## config.mk

```make
export PLATFORM = sky130hd
export DESIGN_NAME = credit_ctrl
export DESIGN_NICKNAME = d
export VERILOG_FILES = /design/src/rtl/noc_pkg.sv /design/src/rtl/credit_counter.sv /design/src/rtl/credit_ctrl.sv
export SDC_FILE = /design/constraint.sdc
export NUM_CORES = 1
export LEC_CHECK = 0
export CORE_UTILIZATION = 40
export CTS_CLUSTER_DIAMETER = 100
export CTS_CLUSTER_SIZE = 12
export DETAILED_ROUTE_END_ITERATION = 16
export GPL_ROUTABILITY_DRIVEN = 0
export PLACE_DENSITY = 0.68
export SLEW_MARGIN = 20
export SYNTH_ARGS = -nofsm -noshare
export SYNTH_HDL_FRONTEND = slang
export SYNTH_HIERARCHICAL = 1
export SYNTH_SLANG_ARGS = --single-unit
```

## constraint.sdc

```tcl
create_clock -name clk -period 4 [get_ports clk]
set_input_delay 0.4 -clock clk [delete_from_list [all_inputs] [get_ports clk]]
set_output_delay 0.4 -clock clk [all_outputs]
set_load 0.01 [all_outputs]
```

## src/rtl/noc_pkg.sv

```systemverilog
// noc_pkg
//   Shared definitions for the NoC router output side: output-port index
//   constants, the port count and the credit-tracker FSM state encoding.
//   No ports; imported with `import noc_pkg::*;`.
package noc_pkg;

   localparam int NUM_PORTS  = 5;

   localparam int PORT_NORTH = 0;
   localparam int PORT_SOUTH = 1;
   localparam int PORT_EAST  = 2;
   localparam int PORT_WEST  = 3;
   localparam int PORT_LOCAL = 4;

   typedef enum logic [1:0] {
      INIT = 2'd0,
      RUN  = 2'd1,
      ERR  = 2'd2
   } credit_state_e;

endpackage

```

## src/rtl/credit_counter.sv

```systemverilog
// credit_counter
//   One saturating up/down credit counter for a single output port.
//   Ports:
//     clk        in   clock
//     rst        in   synchronous active-high reset (loads BUF_DEPTH)
//     load       in   reload BUF_DEPTH (start-up)
//     freeze     in   hold the current count
//     sent       in   one flit forwarded this cycle (consumes a credit)
//     ret        in   one credit returned this cycle
//     cnt        out  current credit count, 0..BUF_DEPTH
//     underflow  out  send with no credit and no simultaneous return
//     overflow   out  return at full count with no simultaneous send
//     has_credit out  cnt != 0
module credit_counter #(
   parameter int BUF_DEPTH = 4,
   parameter int CNT_W     = $clog2(BUF_DEPTH + 1)
) (
   input  logic             clk,
   input  logic             rst,
   input  logic             load,
   input  logic             freeze,
   input  logic             sent,
   input  logic             ret,
   output logic [CNT_W-1:0] cnt,
   output logic             underflow,
   output logic             overflow,
   output logic             has_credit
);

   localparam logic [CNT_W-1:0] FULL = CNT_W'(BUF_DEPTH);
   localparam logic [CNT_W-1:0] ONE  = CNT_W'(1'b1);
   localparam logic [CNT_W-1:0] ZERO = '0;

   logic empty;
   logic full;

   assign empty      = (cnt == ZERO);
   assign full       = (cnt == FULL);
   assign has_credit = ~empty;

   // Violation flags: a simultaneous send and return always nets to zero and is legal.
   always_comb begin
      underflow = sent & ~ret & empty;
      overflow  = ret & ~sent & full;
   end

   // Counter register: reload, freeze, or saturating +/-1.
   always_ff @(posedge clk) begin
      if (rst || load) begin
         cnt <= FULL;
      end else if (freeze) begin
         cnt <= cnt;
      end else if (sent && !ret && !empty) begin
         cnt <= cnt - ONE;
      end else if (ret && !sent && !full) begin
         cnt <= cnt + ONE;
      end else begin
         cnt <= cnt;
      end
   end

endmodule

```

## src/rtl/credit_ctrl.sv

```systemverilog
// credit_ctrl
//   Per-output-port credit tracker. Produces the credit_en qualifiers the
//   flow control unit ANDs with pending requests. Sequences INIT -> RUN and
//   locks into ERR on any credit underflow/overflow until rst.
//   Optional feature macro: CREDIT_BYPASS_EN -- in RUN a same-cycle returned
//   credit makes credit_en_o[p] high even when the count is 0.
//   Ports:
//     clk           in   clock
//     rst           in   synchronous active-high reset
//     flit_sent_i   in   per port: a flit left this output this cycle
//     credit_ret_i  in   per port: downstream freed one slot this cycle
//     credit_en_o   out  per port: credit available (gated by state)
//     credit_cnt_o  out  flattened counters, port p at [p*CNT_W +: CNT_W]
//     err_o         out  sticky credit protocol error
//     err_port_o    out  lowest-index port that violated first
module credit_ctrl
   import noc_pkg::*;
#(
   parameter int NUM_PORTS = noc_pkg::NUM_PORTS,
   parameter int BUF_DEPTH = 4,
   parameter int CNT_W     = $clog2(BUF_DEPTH + 1)
) (
   input  logic                       clk,
   input  logic                       rst,
   input  logic [NUM_PORTS-1:0]       flit_sent_i,
   input  logic [NUM_PORTS-1:0]       credit_ret_i,
   output logic [NUM_PORTS-1:0]       credit_en_o,
   output logic [NUM_PORTS*CNT_W-1:0] credit_cnt_o,
   output logic                       err_o,
   output logic [2:0]                 err_port_o
);

   credit_state_e        state;
   logic                 in_run;
   logic [NUM_PORTS-1:0] underflow;
   logic [NUM_PORTS-1:0] overflow;
   logic [NUM_PORTS-1:0] has_credit;
   logic [NUM_PORTS-1:0] viol;
   logic [2:0]           first_port;

   assign in_run = (state == RUN);

   for (genvar p = 0; p < NUM_PORTS; p++) begin : gen_port
      credit_counter #(
         .BUF_DEPTH (BUF_DEPTH),
         .CNT_W     (CNT_W)
      ) u_counter (
         .clk        (clk),
         .rst        (rst),
         .load       (state == INIT),
         .freeze     (!in_run),
         .sent       (flit_sent_i[p]),
         .ret        (credit_ret_i[p]),
         .cnt        (credit_cnt_o[p*CNT_W +: CNT_W]),
         .underflow  (underflow[p]),
         .overflow   (overflow[p]),
         .has_credit (has_credit[p])
      );
   end

   // Violations only count while counters are live.
   always_comb begin
      if (in_run) begin
         viol = underflow | overflow;
      end else begin
         viol = '0;
      end
   end

   // Lowest-index priority encoder: scan high to low so the lowest set bit wins.
   always_comb begin
      first_port = 3'd0;
      for (int i = NUM_PORTS - 1; i >= 0; i--) begin
         if (viol[i]) begin
            first_port = 3'(i);
         end else begin
            first_port = first_port;
         end
      end
   end

   // Credit enable decode; only the bypass build looks at live inputs.
   always_comb begin
      if (in_run) begin
`ifdef CREDIT_BYPASS_EN
         credit_en_o = has_credit | credit_ret_i;
`else
         credit_en_o = has_credit;
`endif
      end else begin
         credit_en_o = '0;
      end
   end

   // Start-up / error FSM with registered error outputs.
   always_ff @(posedge clk) begin
      if (rst) begin
         state      <= INIT;
         err_o      <= 1'b0;
         err_port_o <= 3'd0;
      end else begin
         case (state)
            INIT: begin
               state <= RUN;
            end
            RUN: begin
               if (|viol) begin
                  state      <= ERR;
                  err_o      <= 1'b1;
                  err_port_o <= first_port;
               end else begin
                  state <= RUN;
               end
            end
            ERR: begin
               state <= ERR;
            end
            default: begin
               state <= INIT;
            end
         endcase
      end
   end

endmodule

```

==> flow_summary.ini, run 1 <==
; yosys + openroad results
[floorplanning]
die_w_um = 65.2
rows = 22
coreArea_um2 = 3740
ioPinCount = 36
fp_util = 0.427

[clock_network]
clk_path_buf_depth = 2
clk_latency_ns = 0.27
numCtsBuffers = 3
clk_pin_slew_ns = 0.08
hold_buffers = 0
cts-resized-gates = 0
cts_root_buf = clkbuf_8

[routing]
wirelength_mm = 3.39
routed_via_density = 5.33
avgRoutedWirePerCell_um = 13.3
first_pass_iters = 4
drcViolationCount = 0
drt_iter0_markers = 73

[synthesis]
post_synth_instance_area_um2 = 1600
synth.distinct_cells = 32
postSynthAreaPerCell_um2 = 9.63
synthArstFlopShare = 0
edf_count = 0
yosysChipArea_um2 = 1600
ys_cells = 166

[placement]
dp_hpwl_mm = 2.48

[cells_and_area]
signal_buffers = 37
clock_tree_area_fraction = 0.0219
diodes = 0

[flow_run]
warnings = 26
drv_cap = 0

[final_timing]
tightest_slew_ns = 0.684
max_freq_mhz = 458
period_needed_ns = 2.18
skew_ns = 0.00740
setup_tns_ns = 0
hold_viol = 0
rsz0062_at_grt = no
setup_viol = 0

[global_routing]
grt_pass1_vias = 1279
globalRouteTotalUtil = 0.173
grt_pass1_wl_mm = 5.65

[hold_path]
hp-class = flip-flop to flip-flop

[setup_path]
cp-start-kind = primary input
path_buffers = 1
crit_path_end_kind = flip-flop
max_stage_delay_ns = 0.61
crit_family = simple AND/OR/NAND/NOR gates
path_cells = clkdlybuf4s50_1 > nand2b_4 > nor4b_1 > or4_1 > o41ai_4 > nor3b_2
critPathArrivalTime_ns = 2.38
crit_required_ns = 4.20

[power_and_ir_drop]
vdd_drop_max_mv = 0.147
power.switching_mw = 0.188
comb_cell_power_mw = 0.192
powerSeq_mw = 0.230
internal-power_mw = 0.382
p_per_area_nw_per_um2 = 277
p_leak_nw = 0.706
power_mw = 0.570

[run_status]
status = finished, final reports clean
-- run 1: stage by stage --
stage | hold WS [ns] | instance area, µm² | worst slack, ns | utilization
5_1_grt | 0.500 | 2060 | 1.70 | 0.550
3_5_place_dp | 0.452 | 2020 | 1.52 | 0.540
6_report | 0.461 | 2060 | 1.82 | 0.550
2_1_floorplan | 0.453 | 1600 | 2.20 | -
3_3_place_gp | 0.447 | 2020 | 1.59 | 0.540
4_1_cts | 0.465 | 2070 | 1.80 | 0.552
-- run 1: routing by layer --
layer / GRT usage / up-vias / share of wire
li1: - / 672 / -
met1: 0.217 / 639 / 0.46
met2: 0.294 / 39 / 0.47
met3: 0.0243 / 5 / 0.047
met4: 0.0761 / 0 / 0.016
met5: 0 / - / 0
-- run 1: path summary, 6_finish.rpt --
check                                    start  endpoint  slack (ns)  depth (start not counted)
hold reg to reg                          err_o     err_o        0.46                          2
setup reg to reg  gen_port[2].u_counter/cnt[1]  state[0]        2.06                          6
setup / recovery                flit_sent_i[1]  state[0]        1.82                          6
hold / removal                           err_o     err_o        0.46                          2
-- run 1: state kept, by name (all words and copies together) (netlist names) --
register / flops
gen_port.u_counter/cnt: 15
err_o: 1
state: 2
err_port_o: 3
-- run 1: Yosys cell counts, drive strengths merged (6+ instances only) --
cell / number / area, µm²
dfxtp: 21 / 420
nor2: 20 / 87.6
inv: 18 / 67.6
nand2b: 16 / 175
nor3: 15 / 75.1
o21ai: 7 / 35.0
a221oi: 6 / 140
nor3b: 6 / 50.1
-- run 1: cells by family after synthesis --
logic type,synth area share
buffers and inverters,0.0446
AND/OR/NAND/NOR,0.347
multiplexers,0.0313
adder cells (fa/ha/maj),0.0626
flip-flops,0.263
AND-OR/OR-AND,0.197
XOR/XNOR,0.0548
**Run 1: register map, names as in the netlist**

Other sequential cells in the stronger grey, the rest of the logic in the fainter grey.
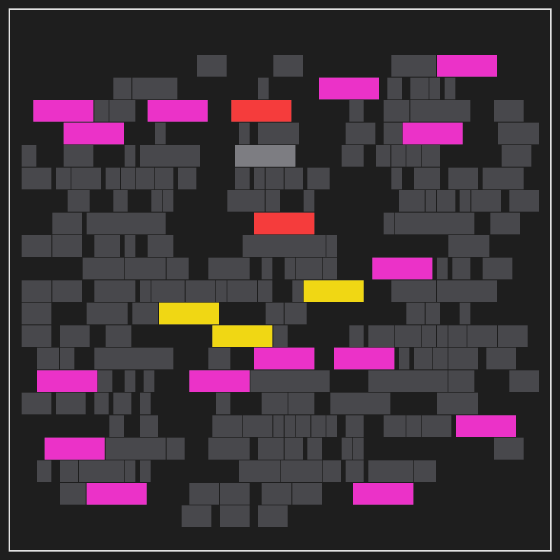
Key: gen_port.u_counter/cnt = magenta [placed flops 15, where widely spread]; state = red [placed flops 2]; err_port_o = yellow [placed flops 3]

**Run 1: clock routing**

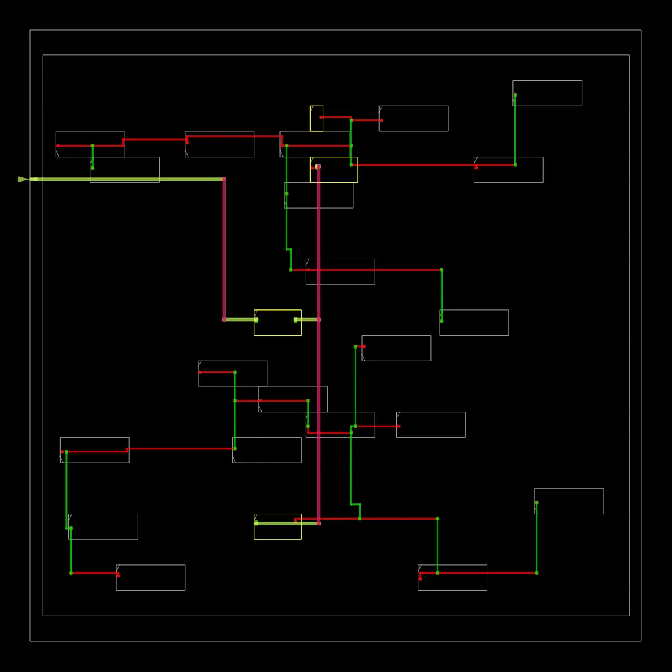
Clk power: 0.148 mW
Clock Buffer Count: 4
Sink Count: 21
flip-flops: 21

**Run 1: selected gate families**

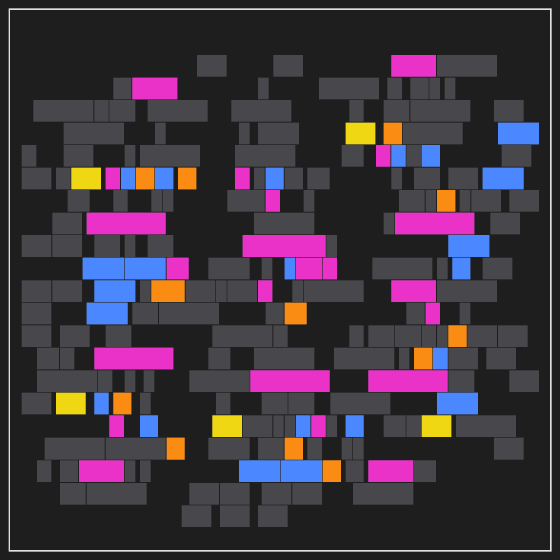
Key: AND and OR gates = orange [cells 12]; inverting AOI/OAI gates = magenta [cells 22]; NAND gates = blue [cells 22]; multiplexers = yellow [cells 5]
Final Non-Filler Cells: 254
multi-input combinational area share: 0.537
most frequent logic cell in the layout: clkdlybuf4s50_1

**Run 1: clock network drawn from the DEF**

Scale bar: 20 µm.
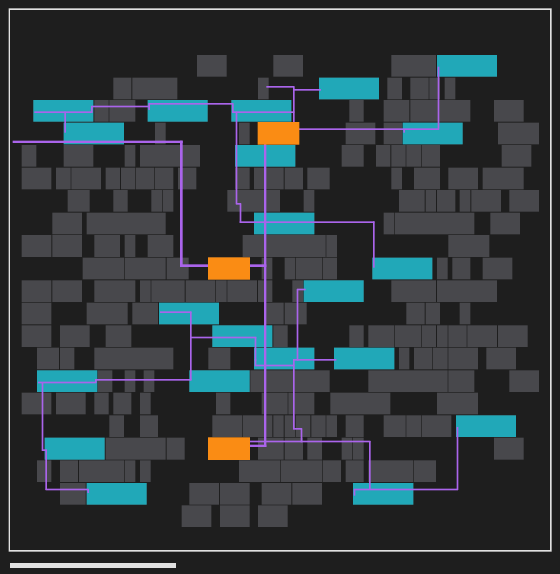

==> inputs of run 2 (changes only) <==
--- a/config.mk
+++ b/config.mk
@@ -10,7 +10,7 @@
 export CTS_CLUSTER_SIZE = 12
 export DETAILED_ROUTE_END_ITERATION = 16
 export GPL_ROUTABILITY_DRIVEN = 0
-export PLACE_DENSITY = 0.68
+export PLACE_DENSITY = 0.7
 export SLEW_MARGIN = 20
 export SYNTH_ARGS = -nofsm -noshare
 export SYNTH_HDL_FRONTEND = slang
==> constraint.sdc (replaced) <==
create_clock -name clk -period 2 [get_ports clk]
set_input_delay 0.2 -clock clk [delete_from_list [all_inputs] [get_ports clk]]
set_output_delay 0.2 -clock clk [all_outputs]
set_load 0.01 [all_outputs]
**Run 2: clock network drawn from the DEF**

Scale bar: 20 µm.
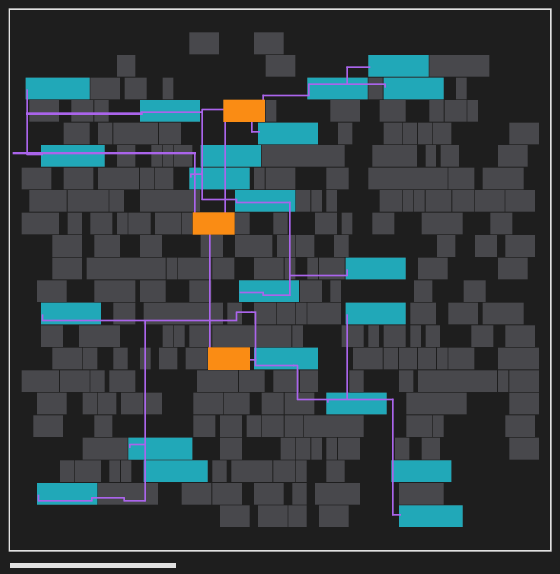
Key: flip-flops = cyan [count 21]; cells driving clock nets = orange [count 3]; clock wires = purple [length 294 µm]
Position of the flops: widely spread. There are 4 routed clock nets.
Clk pwr share: 0.241
final setup skew: 0.00221 ns

**Run 2: register map, names as in the netlist**

Other sequential cells in the stronger grey, the rest of the logic in the fainter grey.
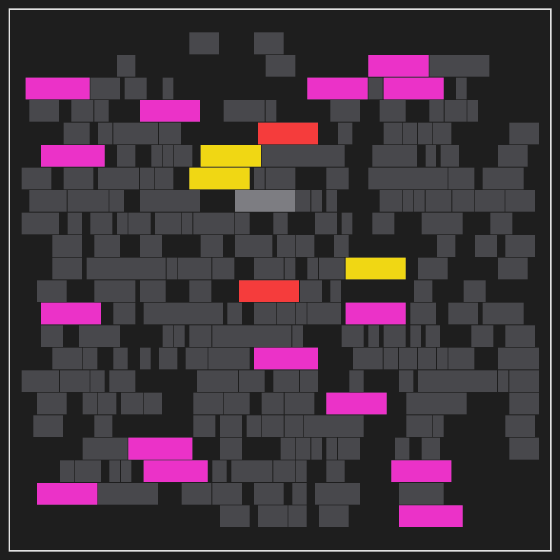
Key: state = red [placed flops 2]; gen_port.u_counter/cnt = magenta [placed flops 15, where widely spread]; err_port_o = yellow [placed flops 3]
Another 1 sequential cells are not coloured.

==> flow_summary.ini, run 2 <==
; yosys + openroad results
[synthesis]
synthArstFlopShare = 0
common_cells = dfxtp_1, inv_1, nor2_1, nor3_1, nand2b_4
post_synth_instance_area_um2 = 1600
synth.top_cell.area_share = 0.263
synth.most_common_cell = dfxtp_1
ys_ff = 21
yosysChipArea_um2 = 1600
yosys.stat.seqShare = 0.263
largest_area_cell = dfxtp_1
edf_count = 0
synth_nets = 183
synthFlopType = dfxtp_1
synth.distinct_cells = 32
yosys_warnings = 6
ys_cells = 166
postSynthAreaPerCell_um2 = 9.63
synth_cells = 166
area_leaders = dfxtp_1, nand2b_4, a221oi_4

[cells_and_area]
signal_buffers = 64
seq_cell_count = 21
seqCellArea_um2 = 428
mostFrequentLayoutCells = clkdlybuf4s50_1, buf_4, inv_1
top_register = gen_port.u_counter/cnt
final_core_util = 0.611
seq_share = 0.187
reg.largest.list = gen_port.u_counter/cnt: 15 flops, err_port_o: 3 flops, state: 2 flops
top_area_cell_class = multi-input combinational cells
clkbuf_count = 3
lay_top_count = clkdlybuf4s50_1
diodes = 0
area_growth_pct = 43.1
area.combinational_um2 = 1110
logic_gates = 126
inverters = 18
drive_above_1_share = 0.292
nNetsFinal = 251
clock_tree_area_fraction = 0.0202
comb_share = 0.486
area_share_nonclk_buffers = 0.252
largest_reg_flops = 15

[routing]
ant_nets = 0
drcViolationCount = 0
drt_iter0_markers = 40
routed_via_density = 5.17
first_pass_iters = 4
avgRoutedWirePerCell_um = 13.4
wirelength_mm = 3.77
vias = 1452

[clock_network]
tritoncts = yes
post-cts-setup-buffer-count = 0
clk_latency_ns = 0.26
cts-resized-gates = 0
hold_buffers = 0
cts_root_buf = clkbuf_8
numCtsBuffers = 3
h-tree-depth = 1
clock_sinks = 21
clk_path_buf_depth = 2
clk_pin_slew_ns = 0.08

[hold_path]
hp-class = flip-flop to flip-flop

[global_routing]
globalRouteTotalUtil = 0.194
grt_pass1_vias = 1517
grt_pass1_wl_mm = 6.52
antenna_found_initial = 0

[setup_path]
worstPathMaxFanout = 6
critPathArrivalTime_ns = 2.09
cp-start-kind = flip-flop
crit_path_end_kind = flip-flop
crit_required_ns = 2.19
crit_type = flip-flop to flip-flop

[final_timing]
setup_tns_ns = 0
holdWs_ns = 0.470
period_needed_ns = 1.90
hold_viol = 0
final-max-slew-violation-count = 0
rsz0062_at_grt = no
max_freq_mhz = 526
tightest_slew_ns = 0.570
setup_viol = 0

[power_and_ir_drop]
vdd_drop_max_mv = 0.287
power_mw = 1.18
p_per_area_nw_per_um2 = 517
p_leak_nw = 0.865

[floorplanning]
rows = 22
die_h_um = 65.2
dieArea_um2 = 4250
ioPinCount = 36
tap_cells = 48
fp_util = 0.427
coreArea_um2 = 3740
die_w_um = 65.2

[placement]
io_buffers = 35
dp_hpwl_mm = 3.01

[flow_run]
warnings = 26
drv_cap = 0

[run_status]
status = finished, final reports clean
**Run 2: cell sizes after repair**

Scale bar: 20 µm.
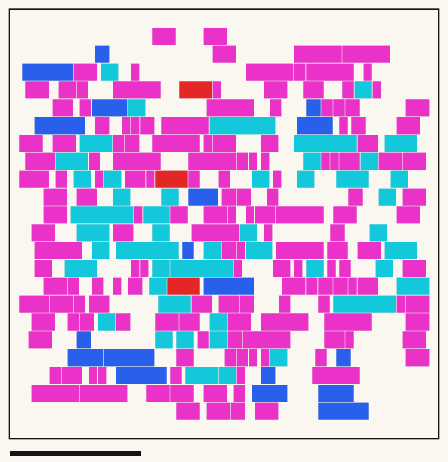
Key: drive 6 and up = red [cells 3, share 1.3%, most used clkbuf_8]; drive 2 = blue [cells 18, share 7.7%, most used dfxtp_2]; drive 3 to 4 = cyan [cells 47, share 20%, most used buf_4]; drive 1 or less = magenta [cells 165, share 71%, most used clkdlybuf4s50_1]

[run 2: cell counts after synthesis]
No cell type changed its count.
[run 2: worst max-delay path: stages, from the launching register on]
cell and delay (ns):
dfxtp_2 0.39, nor3_1 0.09, inv_1 0.09, nor2_1 0.06
or4_4 0.55, o41ai_4 0.43, nor3b_2 0.21
[run 2: layer usage]
| layer | track usage | vias to the layer above | share of wire |
|---|---|---|---|
| met5 | 0 | - | 0 |
| met4 | 0.0598 | 0 | 0.0093 |
| met3 | 0.0174 | 3 | 0.036 |
| met2 | 0.378 | 35 | 0.52 |
| met1 | 0.219 | 694 | 0.43 |
| li1 | - | 720 | - |
[run 2: where the power goes]
group	internal, mW	switching [mW]	total [mW]
logic	0.223	0.214	0.437
clock network	0.139	0.147	0.285
registers	0.439	0.0204	0.460
[run 2: path summary, 6_finish.rpt]
path / from / slack, ns / cells past startpoint / end
max: gen_port[2].u_counter/cnt[0] / 0.1 / 6 / state[0]
min: err_o / 0.47 / 2 / err_o
max reg2reg: gen_port[2].u_counter/cnt[0] / 0.1 / 6 / state[0]
min reg2reg: err_o / 0.47 / 2 / err_o
[run 2: kinds of logic (layout without fill, tap and decap cells)]
logic type | after synthesis | count (layout) | synth area share
adder cells (fa/ha/maj) | 5 | 5 | 0.0626
multiplexers | 5 | 5 | 0.0313
AND/OR/NAND/NOR | 82 | 82 | 0.347
XOR/XNOR | 10 | 10 | 0.0548
AND-OR/OR-AND | 24 | 24 | 0.197
flip-flops | 21 | 21 | 0.263
buffers and inverters | 19 | 86 | 0.0446
[run 2: stage by stage]
step / instances / instance area [µm²] / setup slack (ns)
detailed placement: 277 / 2220 / -0.225
global route: 281 / 2290 / 0.0155
finish: 281 / 2290 / 0.0999
global placement: 277 / 2220 / -0.148
floorplan: 166 / 1600 / 0.195
CTS: 281 / 2270 / 0.0599
Power and IR drop assume default switching activity.
